Design div_arbiter, sky130hd; sources not shown.
Run 1, I/O pins on the die edge:
The bar under the picture is 20 um long. Pins as bars across the die edge, other pins in grey.
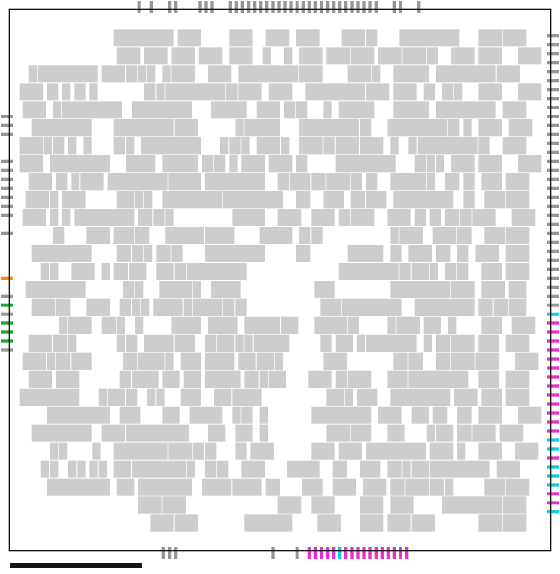
legend:
  done:
    colour: green
    pins: 4
    direction: output
    edge: left
  divisor_in:
    colour: magenta
    pins: 32
    direction: input
    edge: 16 bottom, 16 right
  div_start:
    colour: orange
    pins: 1
    direction: output
    edge: left
  div_divisor:
    colour: cyan
    pins: 8
    direction: output
    edge: 7 right, 1 bottom
all pins by edge: 54 right, 35 top, 22 bottom, 19 left
horizontal extent of the die: 81.7 um
port bufs: 129
Die Ht: 81.7 um

Run 1, cell placement:
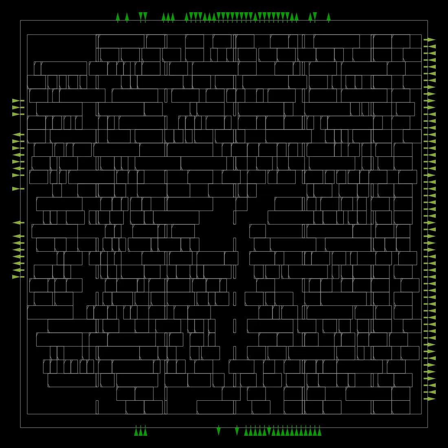
flip-flop and latch share of the layout cell area: 24.6%
total of fill cells in the finished design: 496
FP Rows: 28
tapcell count: 75

Run 1, close-up of the layout:
Region (51, 51) to (71, 71) um. Cells in grey, sequential cells in the stronger grey; small squares are vias.
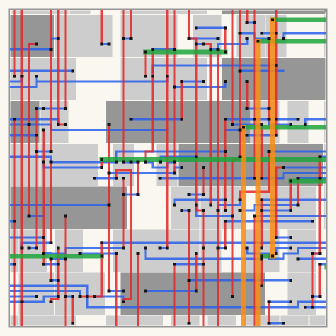
legend:
  met4:
    colour: orange
  met3:
    colour: green
  met2:
    colour: red
  met1:
    colour: blue
cells with their middle in the window: 32
most frequent: dfrtp_1 (5), clkdlybuf4s50_1 (5)
sequential cells in the window: 5

Run 1, local utilization:
8 x 8 tiles, from white (low) to dark blue (high), 0 to 100% covered.
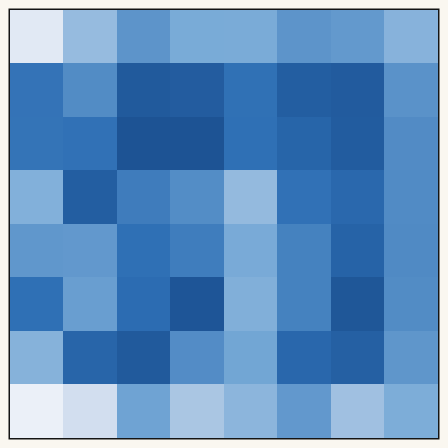
tiles over 75% full: 28%
fullest tile: 86%
mean over tiles: 63%
Post-Route Utilization: 71.1%
starting density of the core: 47.5%
core footprint: 6030 um2

==> out/highlights.md, run 1 <==
Synthesis
* 100% — share of synthesized registers carrying an async set or reset
* 36.8% — Synth Seq Share
* 0 — number of enable-type register cells in the synthesized netlist
* 3.94% — Adder-Cell Fraction of Synth Area
* sky130_fd_sc_hd__dfrtp_1, sky130_fd_sc_hd__nand2_1, sky130_fd_sc_hd__nor2_1 — leading cell types by count after synthesis
* 20.8% — Synth Area in Simple Gates
* 2860 um2 — post-synthesis instance area
* sky130_fd_sc_hd__dfrtp_1 — post-synthesis cell type with the largest instance count
* 42 — Flops after synth
* 6 — Yosys warnings
* sky130_fd_sc_hd__dfrtp_1 — dominant register cell in the synthesized netlist

CTS
* 0.29 ns — insertion delay at the late pin of the worst-skew pair
* done — TritonCTS clock tree
* 5 — number of CTS-inserted buffers
* 0 — number of hold buffers added after CTS
* 0.07 ns — clock input transition at the sequential cells of the worst setup and hold paths

GRT
* 12,900 um — wire length of the first global-routing pass
* 2,791 — number of global-route vias before repair
* 0 — initial antenna violation count
* met2 — most used routing layer in global routing

Finish
* 133 — Non-CTS buffers
* logic gates — cell class ranked first by area
* 535 — net total in the final layout
* 49.8% — post-synthesis to final-layout area growth
* sky130_fd_sc_hd__clkdlybuf4s50_1, sky130_fd_sc_hd__dfrtp_1, sky130_fd_sc_hd__nand2_1 — most used cells in the layout excluding fill and tap cells
* 31.1% — area share of buffers outside the clock network
* 10.0% — proportion of layout cells with a drive suffix above 1
* 6 — clkbuf count
* sky130_fd_sc_hd__clkdlybuf4s50_1 — most common library cell in the layout ignoring fill and taps
* 0 — antenna diode count
* 39.3% — combinational share of cell area
* 42 — number of sequential cells
* 515 — final cell count without fillers
* 2.01% — fraction of area in clock buffers and inverters

Routing
* 5.72 — vias per cell
* 0 — number of nets with antenna violations after detailed routing
* 751 um — Met3 Wirelength
* 4160 um — met2 routed wirelength
* 3390 um — WL met1

Place
* 1.21 ns — minimum setup slack after placement
* 507 — Placed Cells
* 4200 um2 — Placed Area
* 0.881 — RD Place Congestion

Timing
* 0 — number of failing hold endpoints at the final stage
* 0 — Pins Over Slew Limit
* 88.5% — final clock period utilization by the worst path
* 111 MHz — maximum operating frequency

Setup path
* 5.97 ns — worst endpoint data arrival time
* 12 — number of cells on the worst reg-to-reg path
* in -> out — category of the critical setup timing path

Outcome
* completed — outcome

Run
* 0 — max capacitance violation total
* 33 — tool warnings

Floorplanning
* 130 — io pins

--- run 2 (diff from run 1) ---
- CORE_UTILIZATION: 45 -> 30
- PLACE_DENSITY: 0.86 -> 0.68
==> run 2 against run 1 <==
Net effect:
- clock-buffer cell count down 1
- die size up 49%
- fmax down 0.51%
- cell area up 2.4%
- setup slack worse by 0.046 ns
- register-to-register slack worse by 0.11 ns
- flip-flop count unchanged
- synthesized cell count unchanged
- critical path type unchanged
- highest routed layer unchanged
==> out/highlights.md, run 2 <==
Setup path
* primary output — type of destination of the critical path
* input port — Worst setup SP type
* in -> out — category of the critical setup timing path
* sky130_fd_sc_hd__mux4_2 — CP max-delay cell
* 12 — number of cells on the worst reg-to-reg path
* 7.14 ns — CP Data Required Time
* 6.01 ns — worst endpoint data arrival time

CTS
* sky130_fd_sc_hd__clkbuf_8 — root buffer cell
* done — TritonCTS clock tree
* 0.09 ns — clock input transition at the sequential cells of the worst setup and hold paths
* 5 — number of CTS-inserted buffers
* 0 — number of hold buffers added after CTS
* 0.30 ns — insertion delay at the late pin of the worst-skew pair

Finish
* 2.11% — fraction of area in clock buffers and inverters
* 53.3% — post-synthesis to final-layout area growth
* 10.4% — proportion of layout cells with a drive suffix above 1
* 0 — antenna diode count
* 135 — Non-CTS buffers
* sky130_fd_sc_hd__clkdlybuf4s50_1, sky130_fd_sc_hd__dfrtp_1, sky130_fd_sc_hd__nand2_1 — most used cells in the layout excluding fill and tap cells
* 38.4% — combinational share of cell area
* 31.0% — area share of buffers outside the clock network
* 5 — clkbuf count
* sky130_fd_sc_hd__clkdlybuf4s50_1 — most common library cell in the layout ignoring fill and taps
* logic gates — cell class ranked first by area
* 537 — net total in the final layout
* 902 — total of fill cells in the finished design

Floorplanning
* 9240 um2 — core footprint
* 9930 um2 — total die size
* 99.7 um — horizontal extent of the die
* 31.0% — starting density of the core
* 99.7 um — Die Ht
* 129 — tapcell count
* 130 — io pins

Timing
* 1.13 ns — Final WS setup
* 89.0% — final clock period utilization by the worst path
* 0 — number of failing hold endpoints at the final stage
* 0 — Pins Over Slew Limit
* 110 MHz — maximum operating frequency
* 32.0% — Worst slew margin

Synthesis
* 42 — Flops after synth
* sky130_fd_sc_hd__dfrtp_1, sky130_fd_sc_hd__nand2_1, sky130_fd_sc_hd__nor2_1 — leading cell types by count after synthesis
* 36.8% — Synth Seq Share
* sky130_fd_sc_hd__dfrtp_1 — post-synthesis cell type with the largest instance count
* 20.8% — Synth Area in Simple Gates
* 2860 um2 — post-synthesis instance area
* sky130_fd_sc_hd__dfrtp_1 — dominant register cell in the synthesized netlist
* 3.94% — Adder-Cell Fraction of Synth Area
* 100% — share of synthesized registers carrying an async set or reset
* 6 — Yosys warnings
* sky130_fd_sc_hd__dfrtp_1 — cell type contributing the most total cell area after synthesis
* 0 — number of enable-type register cells in the synthesized netlist

Place
* 1.17 ns — minimum setup slack after placement
* 563 — Placed Cells
* 4290 um2 — Placed Area
* 0.948 — RD Place Congestion
* 129 — port bufs
* 6810 um — Detailed Place HPWL

GRT
* 2,870 — number of global-route vias before repair
* met2 — most used routing layer in global routing
* 14,100 um — wire length of the first global-routing pass
* 0 — initial antenna violation count

Run
* 0 — max capacitance violation total
* 33 — tool warnings

Routing
* 4000 um — WL met1
* 0 — number of nets with antenna violations after detailed routing
* 4290 um — met2 routed wirelength
* 5.08 — vias per cell
* 549 um — Met3 Wirelength

Hold path
* 2 — hold path cells

Outcome
* completed — outcome

Run 2, cell placement:
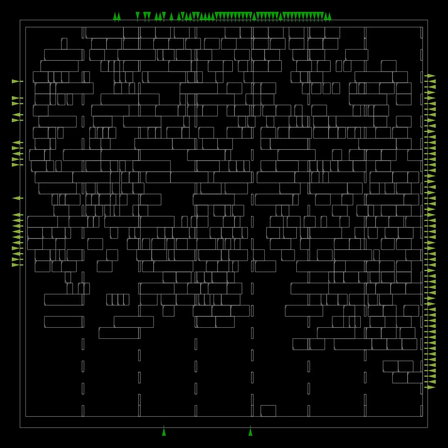
number of sequential cells: 42
final cell count without fillers: 571
flip-flop and latch share of the layout cell area: 24.0%
FP Rows: 35
Post-Route Utilization: 47.5%

